File: src/rtl/cb_pkg.sv
// rtl/cb_pkg.sv - shared constants and round-robin helper for the crossbar
package cb_pkg;

    localparam int CB_NPORT = 5;
    localparam int CB_DATAW = 64;
    localparam int CB_VCHW  = 1;
    localparam int CB_PORTW = 3;

    function automatic int rr_next(input int idx, input int n);
        return (idx + 1 >= n) ? 0 : idx + 1;
    endfunction

endpackage

File: src/rtl/cb_rr_lock_if.sv
// rtl/cb_rr_lock_if.sv - crossbar flit/request/grant bundle between VC buffers and link registers
interface cb_rr_lock_if
    import cb_pkg::*;
#(
    parameter int NPORT = CB_NPORT,
    parameter int DATAW = CB_DATAW,
    parameter int VCHW  = CB_VCHW,
    parameter int PORTW = CB_PORTW
);
    logic [NPORT*DATAW-1:0] idata;
    logic [NPORT-1:0]       ivalid;
    logic [NPORT-1:0]       itail;
    logic [NPORT*VCHW-1:0]  ivch;
    logic [NPORT*PORTW-1:0] port;
    logic [NPORT-1:0]       req;
    logic [NPORT*NPORT-1:0] grt;
    logic [NPORT*DATAW-1:0] odata;
    logic [NPORT-1:0]       ovalid;
    logic [NPORT-1:0]       otail;
    logic [NPORT*VCHW-1:0]  ovch;

    modport master (
        output idata, ivalid, itail, ivch, port, req,
        input  grt, odata, ovalid, otail, ovch
    );

    modport slave (
        input  idata, ivalid, itail, ivch, port, req,
        output grt, odata, ovalid, otail, ovch
    );
endinterface

File: src/rtl/cb_rr_arb.sv
// rtl/cb_rr_arb.sv - per-output round-robin arbiter holding the grant from head to tail flit
module cb_rr_arb
    import cb_pkg::*;
#(
    parameter int NPORT = CB_NPORT,
    parameter int PORTW = CB_PORTW
) (
    input  logic             clk,
    input  logic             rst_,
    input  logic [NPORT-1:0] i_req,
    input  logic [NPORT-1:0] i_ivalid,
    input  logic [NPORT-1:0] i_itail,
    output logic             o_lock,
    output logic [PORTW-1:0] o_owner,
    output logic [NPORT-1:0] o_gcol
);
    logic             r_lock;
    logic [PORTW-1:0] r_owner;
    logic [PORTW-1:0] r_ptr;
    logic             w_free;
    logic             w_found;
    logic [PORTW-1:0] w_pick;
    logic [PORTW-1:0] w_idx;
    int               w_pos;

    // The edge that takes the owner's tail also re-arbitrates, so packets run back to back.
    assign w_free = !r_lock || (i_ivalid[r_owner] && i_itail[r_owner]);

    always_comb begin
        w_found = 1'b0;
        w_pick  = '0;
        w_pos   = 0;
        w_idx   = '0;
        for (int k = 0; k < NPORT; k++) begin
            w_pos = int'(r_ptr) + k;
            if (w_pos >= NPORT) w_pos = w_pos - NPORT;
            w_idx = PORTW'(w_pos);
            if (!w_found && i_req[w_idx]) begin
                w_found = 1'b1;
                w_pick  = w_idx;
            end
        end
    end

    always_ff @(posedge clk or negedge rst_) begin
        if (!rst_) begin
            r_lock  <= 1'b0;
            r_owner <= '0;
            r_ptr   <= '0;
        end else if (w_free) begin
            r_lock <= w_found;
            if (w_found) begin
                r_owner <= w_pick;
                r_ptr   <= PORTW'(rr_next(int'(w_pick), NPORT));
            end
        end
    end

    always_comb begin
        o_gcol = '0;
        if (r_lock) o_gcol[r_owner] = 1'b1;
    end

    assign o_lock  = r_lock;
    assign o_owner = r_owner;
endmodule

File: src/rtl/cb_rr_lock.sv
// rtl/cb_rr_lock.sv - NPORT x NPORT crossbar with round-robin, wormhole locking and registered outputs
module cb_rr_lock
    import cb_pkg::*;
#(
    parameter int NPORT = CB_NPORT,
    parameter int DATAW = CB_DATAW,
    parameter int VCHW  = CB_VCHW,
    parameter int PORTW = CB_PORTW
) (
    input logic         clk,
    input logic         rst_,
    cb_rr_lock_if.slave bus
);
    logic [DATAW-1:0] w_idata [NPORT];
    logic [VCHW-1:0]  w_ivch  [NPORT];
    logic [PORTW-1:0] w_port  [NPORT];
    logic [NPORT-1:0] w_gcol  [NPORT];
    logic [PORTW-1:0] w_owner [NPORT];
    logic [NPORT-1:0] w_lock;
    logic [NPORT-1:0] w_owned;

    for (genvar gi = 0; gi < NPORT; gi++) begin : g_in
        assign w_idata[gi] = bus.idata[gi*DATAW +: DATAW];
        assign w_ivch[gi]  = bus.ivch[gi*VCHW +: VCHW];
        assign w_port[gi]  = bus.port[gi*PORTW +: PORTW];
    end

    // An input already holding an output may not request another one.
    always_comb begin
        w_owned = '0;
        for (int o = 0; o < NPORT; o++) begin
            for (int i = 0; i < NPORT; i++) begin
                w_owned[i] = w_owned[i] | w_gcol[o][i];
            end
        end
    end

    for (genvar go = 0; go < NPORT; go++) begin : g_out
        logic [NPORT-1:0] w_req;
        logic [DATAW-1:0] r_odata;
        logic             r_ovalid;
        logic             r_otail;
        logic [VCHW-1:0]  r_ovch;

        for (genvar gi = 0; gi < NPORT; gi++) begin : g_col
            assign w_req[gi] = bus.req[gi] && (w_port[gi] == PORTW'(go)) && !w_owned[gi];
            assign bus.grt[gi*NPORT + go] = w_gcol[go][gi];
        end

        cb_rr_arb #(
            .NPORT (NPORT),
            .PORTW (PORTW)
        ) u_arb (
            .clk      (clk),
            .rst_     (rst_),
            .i_req    (w_req),
            .i_ivalid (bus.ivalid),
            .i_itail  (bus.itail),
            .o_lock   (w_lock[go]),
            .o_owner  (w_owner[go]),
            .o_gcol   (w_gcol[go])
        );

        // Mux follows the locked owner, so flits from any other input never reach this output.
        always_ff @(posedge clk or negedge rst_) begin
            if (!rst_) begin
                r_odata  <= '0;
                r_ovalid <= 1'b0;
                r_otail  <= 1'b0;
                r_ovch   <= '0;
            end else begin
                r_ovalid <= w_lock[go] && bus.ivalid[w_owner[go]];
                if (w_lock[go]) begin
                    r_odata <= w_idata[w_owner[go]];
                    r_otail <= bus.itail[w_owner[go]];
                    r_ovch  <= w_ivch[w_owner[go]];
                end
            end
        end

        assign bus.odata[go*DATAW +: DATAW] = r_odata;
        assign bus.ovalid[go]               = r_ovalid;
        assign bus.otail[go]                = r_otail;
        assign bus.ovch[go*VCHW +: VCHW]    = r_ovch;
    end
endmodule
File: src/flat_wrapper.sv
// flat-port wrapper written by rule: the top's interface ports become plain ports
module cb_rr_lock_flat import cb_pkg::*;
#(
    parameter int NPORT = CB_NPORT,
    parameter int DATAW = CB_DATAW,
    parameter int VCHW  = CB_VCHW,
    parameter int PORTW = CB_PORTW
)
  (clk, rst_, bus_idata, bus_ivalid, bus_itail, bus_ivch, bus_port, bus_req, bus_grt, bus_odata, bus_ovalid, bus_otail, bus_ovch);
  cb_rr_lock_if #(.NPORT(NPORT), .DATAW(DATAW), .VCHW(VCHW), .PORTW(PORTW)) bus_i ();
  input logic clk;
  input logic rst_;
  input wire logic [$bits(bus_i.idata)-1:0] bus_idata;
  input wire logic [$bits(bus_i.ivalid)-1:0] bus_ivalid;
  input wire logic [$bits(bus_i.itail)-1:0] bus_itail;
  input wire logic [$bits(bus_i.ivch)-1:0] bus_ivch;
  input wire logic [$bits(bus_i.port)-1:0] bus_port;
  input wire logic [$bits(bus_i.req)-1:0] bus_req;
  output wire logic [$bits(bus_i.grt)-1:0] bus_grt;
  output wire logic [$bits(bus_i.odata)-1:0] bus_odata;
  output wire logic [$bits(bus_i.ovalid)-1:0] bus_ovalid;
  output wire logic [$bits(bus_i.otail)-1:0] bus_otail;
  output wire logic [$bits(bus_i.ovch)-1:0] bus_ovch;
  assign bus_i.idata = bus_idata;
  assign bus_i.ivalid = bus_ivalid;
  assign bus_i.itail = bus_itail;
  assign bus_i.ivch = bus_ivch;
  assign bus_i.port = bus_port;
  assign bus_i.req = bus_req;
  assign bus_grt = bus_i.grt;
  assign bus_odata = bus_i.odata;
  assign bus_ovalid = bus_i.ovalid;
  assign bus_otail = bus_i.otail;
  assign bus_ovch = bus_i.ovch;
  cb_rr_lock #(.NPORT(NPORT), .DATAW(DATAW), .VCHW(VCHW), .PORTW(PORTW)) u_core (.clk(clk), .rst_(rst_), .bus(bus_i));
endmodule
File: config.mk
export PLATFORM = sky130hd
export DESIGN_NAME = cb_rr_lock_flat
export DESIGN_NICKNAME = d
export VERILOG_FILES = /design/src/rtl/cb_pkg.sv /design/src/rtl/cb_rr_lock_if.sv /design/src/rtl/cb_rr_arb.sv /design/src/rtl/cb_rr_lock.sv /design/src/flat_wrapper.sv
export SDC_FILE = /design/constraint.sdc
export NUM_CORES = 1
export LEC_CHECK = 0
export CORE_MARGIN = 2
export CORE_UTILIZATION = 35
export DETAILED_ROUTE_END_ITERATION = 10
export PLACE_DENSITY = 0.61
export SLEW_MARGIN = 20
export SYNTH_ARGS = -nofsm -noshare
export SYNTH_HDL_FRONTEND = slang
export SYNTH_SLANG_ARGS = --single-unit
export TNS_END_PERCENT = 1
File: constraint.sdc
create_clock -name clk -period 4.45 [get_ports clk]
set_input_delay 0.445 -clock clk [delete_from_list [all_inputs] [get_ports clk]]
set_output_delay 0.445 -clock clk [all_outputs]
set_load 0.03 [all_outputs]
run_1/metal_stack.png
Two of the layers only.
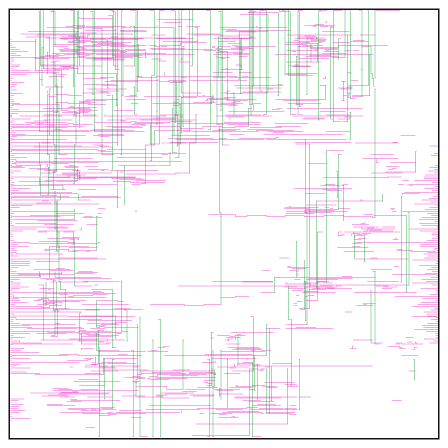
met3: drawn in magenta, wire length 18,000 um. met4: drawn in green, wire length 8,110 um.

run_1/met1.png
Scale bar: 100 um. Supply wires on this layer in gray.
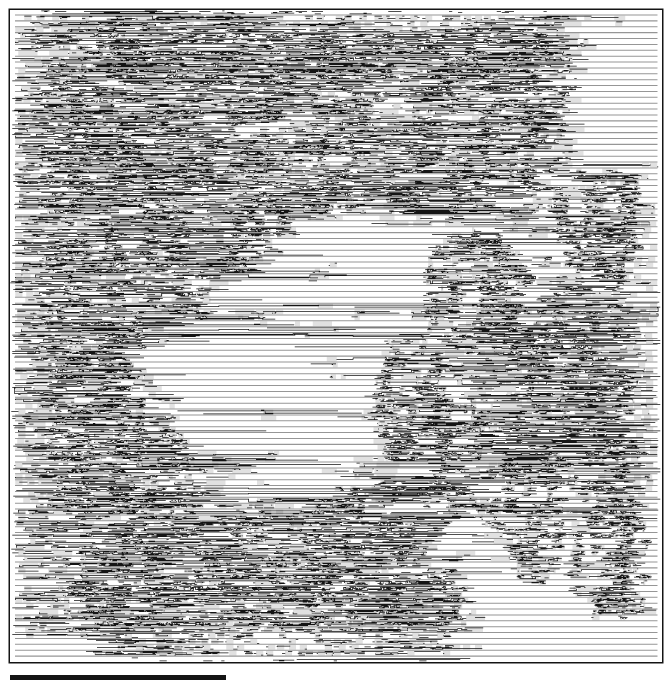
The layer carries 64.5 mm of wire. The layer holds 39% of the routed length.

run_1/port_nets.png
Scale bar: 100 um.
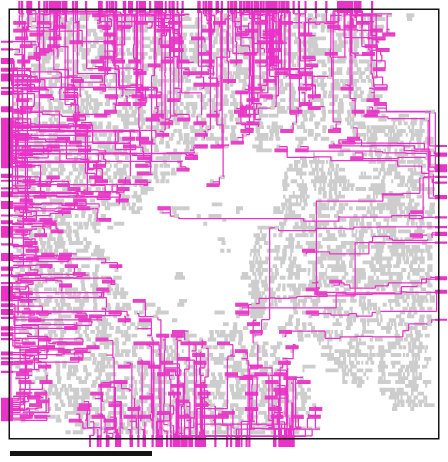
`bus_odata`: drawn in magenta, bits 320, direction output, end cells 320, buffers 320, wire 20.9 mm.
IO buf count: 716
Boundary Pins: 717

-- run 1: cells by family after synthesis --
logic type               count (synthesis)  synth area share, %
multiplexers                           395                 14.5
buffers and inverters                  457                 5.81
XOR/XNOR                                23                0.650
adder cells (fa/ha/maj)                 55                 2.34
AND/OR/NAND/NOR                        410                 7.80
flip-flops                             370                 29.9
AND-OR/OR-AND                         1585                 39.0
-- run 1: flip-flops by register name, summed over array words and instances (netlist names) --
| name | count |
|---|---|
| u_core.g_out.u_arb.r_ptr | 15 |
| u_core.g_out.u_arb.o_owner | 15 |
| u_core.g_out.r_ovalid | 5 |
| u_core.g_out.r_odata | 320 |
| u_core.g_out.u_arb.o_lock | 5 |
| u_core.g_out.r_ovch | 5 |
| u_core.g_out.r_otail | 5 |
-- run 1: cell usage after synthesis, types with 18 or more instances --
library cell  number
a22oi_1          656
dfrtp_1          370
mux2_2           343
o21a_1           334
o221ai_1         328
clkbuf_1         284
nor2_1            97
o21ai_0           79
inv_1             70
buf_1             67
nand2_1           67
a21oi_1           53
ha_1              50
mux2i_1           42
nor3_1            30
nor2b_1           25
xnor2_1           21
nand3_1           20
nand2b_1          19
buf_4             18
nor4_1            18
-- run 1: where the power goes --
part | total, mW | switching [mW] | internal [mW]
sequential | 6.63 | 1.43 | 5.20
combinational | 26.2 | 16.1 | 10.0
clock | 4.25 | 1.76 | 2.49
total | 37.1 | 19.3 | 17.7
-- run 1: final cells by class --
| class | count | area, um^2 | area share (%) |
|---|---|---|---|
| clock inverter | 13 | 190 | 0.461 |
| timing repair buffer | 841 | 8340 | 20.2 |
| clock buffer | 75 | 1490 | 3.62 |
| multi-input combinational | 2468 | 20100 | 48.6 |
| inverter | 74 | 278 | 0.673 |
| tap | 1165 | 1460 | 3.53 |
| antenna | 44 | 110 | 0.267 |
| sequential | 370 | 9340 | 22.6 |
-- run 1: routing by layer --
| metal | up-vias | track usage, % | part of all wire [%] |
|---|---|---|---|
| li1 | 14400 | - | - |
| met1 | 16800 | 44.5 | 39 |
| met2 | 2333 | 52.2 | 44 |
| met3 | 471 | 9.58 | 11 |
| met4 | 18 | 16.9 | 5.0 |
| met5 | - | 0 | 0.074 |
-- run 1: what timing repair did --
item | CTS | global route
hold buffers | 1 | 0
endpoints found under the hold margin | 89 | 0
setup endpoints to repair | 0 | 8
gates resized | 0 | 5
-- run 1: per-stage QoR --
| step | power [mW] | hold WS (ns) | utilization (%) |
|---|---|---|---|
| 2_1_floorplan | 22.1 | 0.149 | - |
| 3_3_place_gp | 32.1 | 0.460 | 44.8 |
| 3_5_place_dp | 32.2 | 0.466 | 44.8 |
| 4_1_cts | 36.6 | 0.479 | 46.7 |
| 5_1_grt | 38.6 | 0.485 | 46.8 |
| 6_report | 37.1 | 0.426 | 46.8 |
-- run 1: worst max-delay path, delay by kind of cell (launching register included) --
family	cells	cell delay [ns]
compound gates	5	1.37
fa+ha+maj	2	0.49
mux	1	0.20
flops	1	0.46
buf+inv	2	0.35
simple gates	6	1.03
xor+xnor	1	0.27
==> qor.yml, run 1 <==
routabilityCongestion: 0.968
grt_pass1_vias: 32500
ys_area_mm2: 0.0310
startpoint: "u_core.g_out[1].u_arb.r_ptr[1]"
syn_inst: 3295
critical_path.reg2reg.endpoint: "u_core.g_out[1].u_arb.r_ptr[1]"
fin_ws_ns: 0.144
outcome: "complete, no violations"
drive_gt1_share_pct: 16.8
crit_required_ns: 4.97
layout_top_cell: "clkdlybuf4s50_1"
cts_inserted_buffers: 49
async_flop_share_pct: 100
slowest_delay_ns: 0.50
ys_cells: 3295
rsz0062_at_grt: "true"
path_clk_slew_ns: 0.06
rows: 109
routed_wire_length_per_instance_um: 32.4
tightest_slew_ns: 1.12
yosys_warnings: 0
syn_area_per_cell_um2: 9.40
drt_iter0_markers: 4143
synthToLayoutAreaGrowth_pct: 33.2
cp-endpoint: "u_core.g_out[1].u_arb.r_ptr[1]"
cts_buffer_depth: 3
startpoint_type: "flop"
crit_type: "flop to flop"
power_density_mw_per_mm2: 898
dpl.cell_count: 4917
period_needed_ns: 4.31
clock-sinks: 370
cp_max_fo: 8
cts_setup_buffers: 0
post-place-ws_ns: 0.0878
r2r_start: "u_core.g_out[1].u_arb.r_ptr[1]"
relSlewSlack_pct: 25.4
antenna_found_initial: 51
synth.distinct_cells: 93
ir_drop_uv: 674
final.period_utilization_pct: 96.8
fillers: 8516
ff_type: "dfrtp_1"
route.detailed.drc: 0
clock_skew_ns: 0.0413
cts_root_buf: "clkbuf_16"
routed_wl_um: 163000
die_x_um: 302
crit_slowest_cell: "or4_1"
slew_viol_final: 0
synth-seq-cells: 370
final.setup.tns_ns: 0
hold_class: "input pin to asynchronous set/reset pin"
core_mm2: 0.0881
drv_cap: 0
max_freq_mhz: 232
power.leakage_nw: 14.6
layout_top_cells: "clkdlybuf4s50_1 (715), a22oi_1 (656), dfrtp_1 (349), mux2_2 (343), o21a_1 (334)"
grt_pass1_wl_um: 232000
num_vias: 34100
crit_top_cell: "ha_1"
track_usage_pct: 34.3
htree_levels: 2
setup_violations: 0
final_antenna_net_count: 0
firstDrtPassIters: 6
syn_nets: 3707
chip_area_mm2: 0.0909
nNetsFinal: 4216
instances_no_fill: 5050
floorplan.core_util_pct: 35.2
top_cell_area_share_pct: 29.9
tritoncts: "done"
syn-cell-area_mm2: 0.0310
grt_max_degree: 138
arrival_ns: 4.82
r2r_slack_ns: 0.14
grt-ovfl-total: 0
warnings: 72
synth-edff-count: 0
clk_latency_ns: 0.63
cp-end-kind: "flop"
dp_hpwl_um: 103000
top_cells_by_area: "dfrtp_1 (30%), a22oi_1 (16%), mux2_2 (12%), o221ai_1 (9.3%), o21a_1 (8.1%)"
yosys.stat.seqShare_pct: 29.9
die_y_um: 302
final_hold_viol_count: 0
path_cells: "inv_1 -> ha_1 -> a221o_1 -> xnor2_1 -> nor3_1 -> a211oi_2 -> nor2_2 -> buf_4 -> or4_1 -> a2bb2oi_1 -> and3b_1 -> o2bb2ai_2 -> ha_1 -> nand2_1 -> mux2i_1 -> nor2_1 -> a22o_1"
top_area_cell: "dfrtp_1"
place_area_mm2: 0.0394
viasPerCell: 6.74
final_area_mm2: 0.0413
reg2regPathDepth: 17
==> run 2, diff against run 1 <==
--- a/config.mk
+++ b/config.mk
@@ -8,7 +8,6 @@
 export CORE_MARGIN = 2
 export CORE_UTILIZATION = 35
 export DETAILED_ROUTE_END_ITERATION = 10
-export PLACE_DENSITY = 0.61
 export SLEW_MARGIN = 20
 export SYNTH_ARGS = -nofsm -noshare
 export SYNTH_HDL_FRONTEND = slang
==> run 2 against run 1 <==
  * Synthesized area unchanged
  * Core utilization increased by 0.089 points
  * Non-clock buffer count increased by 7
  * Final area increased by 0.19%
  * Worst hold slack improved by 0.011 ns
  * Synthesized cell count unchanged
  * Clock skew increased by 0.0067 ns
  * Fmax increased by 2.7%
  * Sequential power increased by 1%
  * Clock power increased by 2%
  * Worst setup slack improved by 0.11 ns
  * Largest cell class unchanged
  * Highest routed layer unchanged
==> qor.yml, run 2 <==
outcome: "complete, no violations"
routed_wl_um: 167000
final.period_utilization_pct: 94.2
largest_reg_flops: 320
switching_share_pct: 52.2
crit_slowest_cell: "or4b_4"
crit_cells: 14
ys_sh_aoi_pct: 39.0
synth-edff-count: 0
ir_drop_uv: 746
grt_pass1_vias: 32900
num_vias: 34200
tightest_slew_ns: 1.07
slowest_delay_ns: 0.60
cp_top_family: "AND-OR/OR-AND gates"
rows: 109
final_antenna_net_count: 0
syn-cell-area_mm2: 0.0310
synth-seq-cells: 370
cts_setup_buffers: 0
xor_share_pct: 0.650
yosys_warnings: 0
top_area_cell: "dfrtp_1"
layout_top_cells: "clkdlybuf4s50_1 (715), a22oi_1 (656), dfrtp_1 (348), mux2_2 (343), o21a_1 (334)"
fa_ha_area_share_pct: 2.34
ys_area_mm2: 0.0310
pwr-share-clk_pct: 11.7
reg2regPathDepth: 14
path_clk_slew_ns: 0.06
clock_skew_ns: 0.0480
drive_gt1_share_pct: 17.0
r2r_start: "u_core.g_out[2].u_arb.r_ptr[2]"
die_x_um: 302
cp_max_fo: 12
num_io_pins: 717
syn_area_per_cell_um2: 9.40
cp-end-kind: "flop"
drv_cap: 0
synthTopLogicFamily: "AND-OR/OR-AND gates"
hold_class: "input pin to asynchronous set/reset pin"
layout_top_cell: "clkdlybuf4s50_1"
simple_gate_share_pct: 7.80
dp_hpwl_um: 106000
crit_type: "flop to flop"
warnings: 65
p_seq_share_pct: 18.0
grt_max_degree: 138
switching_power_mw: 19.5
ff_type: "dfrtp_1"
tritoncts: "done"
cts_inserted_buffers: 50
cts_root_buf: "clkbuf_16"
setup_violations: 0
crit_buf_inv: 0
antenna_found_initial: 51
top_register: "u_core.g_out.r_odata"
core_mm2: 0.0881
synth.distinct_cells: 93
holdWs_ns: 0.437
relSlewSlack_pct: 28.7
top_cell: "a22oi_1"
viasPerCell: 6.76
cts_buffer_depth: 3
yosys.stat.seqShare_pct: 29.9
max_freq_mhz: 239
common_cells: "a22oi_1 (656), dfrtp_1 (370), mux2_2 (343)"
async_flop_share_pct: 100
firstDrtPassIters: 6
grt-ovfl-total: 0
top_cells_by_area: "dfrtp_1 (30%), a22oi_1 (16%), mux2_2 (12%), o221ai_1 (9.3%), o21a_1 (8.1%)"
grt_pass1_wl_um: 237000
route.detailed.drc: 0
ys_cells: 3295
drt_iter0_markers: 4550
top_cell_area_share_pct: 29.9
period_needed_ns: 4.19
die_y_um: 302
clk_latency_ns: 0.63
arrival_ns: 4.71
io_buffers: 716
routabilityCongestion: 0.945
final.setup.tns_ns: 0
syn_inst: 3295
slew_viol_final: 0
floorplan.core_util_pct: 35.2
power_density_mw_per_mm2: 902
fillers: 8473
final_hold_viol_count: 0
crit_required_ns: 4.97
path_cells: "ha_1 -> a221o_1 -> xnor2_1 -> nor3_1 -> a211oi_1 -> o31ai_2 -> or4b_4 -> a21o_1 -> o221a_2 -> nor2_1 -> ha_1 -> nor2b_1 -> a311o_1 -> o21ai_1"
chip_area_mm2: 0.0909
startpoint_type: "flop"
mux_share_pct: 14.5
r2r_slack_ns: 0.26
rsz0062_at_grt: "false"
p_comb_share_pct: 70.3
htree_levels: 2
clock-sinks: 370
synthToLayoutAreaGrowth_pct: 33.4
syn_nets: 3707
power.leakage_nw: 14.6
p_int_mw: 17.8
crit_top_cell: "ha_1"
nNetsFinal: 4224
critical_path.reg2reg.endpoint: "u_core.g_out[2].u_arb.r_ptr[0]"
## run 2: cell counts after synthesis
No cell type changed its count.
## run 2: area by class of cell
class                      count  area [um^2]  share of cell area (%)
antenna                       46          115                   0.278
timing repair buffer         848         8390                    20.3
clock buffer                  70         1450                    3.51
tap                         1165         1460                    3.53
inverter                      74          278                   0.672
clock inverter                22          274                   0.663
multi-input combinational   2468        20000                    48.5
sequential                   370         9340                    22.6
## run 2: per-layer routing
layer | up-vias | wire, um | track usage [%]
li1 | 14400 | - | -
met1 | 16800 | 66100 | 46.3
met2 | 2420 | 73000 | 52.5
met3 | 521 | 18700 | 9.21
met4 | 18 | 8950 | 17.5
met5 | - | 119 | 0
## run 2: kinds of logic after synthesis
family / Yosys count
compound gates: 1585
xor+xnor: 23
fa+ha+maj: 55
buf+inv: 457
flops: 370
mux: 395
simple gates: 410
## run 2: power by group through the flow
stage,clock network (mW),logic (mW),registers (mW)
2_1_floorplan,0,13.0,9.09
3_3_place_gp,0,25.5,6.68
3_5_place_dp,0,25.6,6.67
4_1_cts,4.38,25.7,6.66
5_1_grt,4.52,27.4,6.85
6_report,4.34,26.2,6.72
## run 2: how the worst max path moves through the flow
stage,startpoint,end,slack [ns]
after floorplan,u_core.g_out[0].u_arb.r_ptr[0],u_core.g_out[0].u_arb.r_ptr[0],0.29
after global placement,bus_req[0],u_core.g_out[0].u_arb.r_ptr[0],0.21
after detailed placement,bus_req[0],u_core.g_out[0].u_arb.r_ptr[1],0.17
after CTS,u_core.g_out[2].u_arb.r_ptr[1],u_core.g_out[2].u_arb.r_ptr[0],0.19
after global routing,u_core.g_out[1].u_arb.r_ptr[2],u_core.g_out[1].u_arb.r_ptr[0],0.004
final,u_core.g_out[2].u_arb.r_ptr[2],u_core.g_out[2].u_arb.r_ptr[0],0.26
## run 2: worst reg2reg max path, delay by kind of cell (launching register included)
family	cells	cell delay, ns
DFF	1	0.55
and+or+nand+nor	4	0.97
adders and majority gates	2	0.61
AOI/OAI and AO/OA	7	1.64
xor gates and xnor gates	1	0.35
## run 2: metrics by stage
step / utilization, % / total power [mW] / worst slack, ns / instance area, um^2 / instances
6_report: 46.9 / 37.3 / 0.257 / 41300 / 5063
5_1_grt: 46.9 / 38.8 / 0.00389 / 41300 / 5055
4_1_cts: 46.8 / 36.8 / 0.191 / 41200 / 5017
3_5_place_dp: 44.8 / 32.3 / 0.167 / 39500 / 4924
3_3_place_gp: 44.8 / 32.2 / 0.206 / 39400 / 4923
2_1_floorplan: - / 22.1 / 0.289 / 31000 / 3295
## run 2: what timing repair did
action	4_1_cts	5_1_grt
endpoints found under the setup margin	0	8
hold endpoints to repair	75	0
hold buffers	1	0
gates resized	0	4
run_2/metal_stack.png
Two of the layers only.
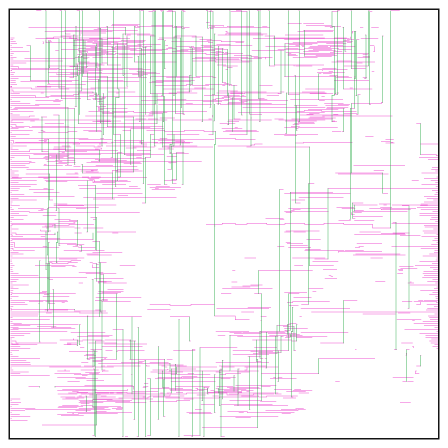
met4: drawn in green, wire length 8,950 um. met3: drawn in magenta, wire length 18,700 um.
drt wl/cell: 33.0 um
total global-route track usage: 35.0%

run_2/registers.png
Scale bar: 100 um. Other sequential cells in the stronger gray, the rest of the logic in the fainter gray.
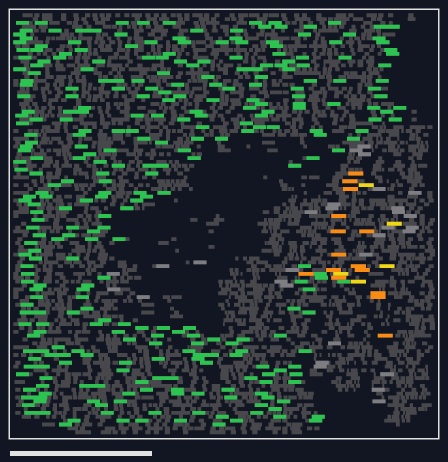
`u_core.g_out.u_arb.o_lock`: drawn in yellow, flops 5, where right middle. `u_core.g_out.u_arb.o_owner`: drawn in orange, flops 15, where right middle. `u_core.g_out.r_odata`: drawn in green, flops 320, where spread over the die.
Another 30 sequential cells are not colored.

Power and IR drop assume default switching activity.
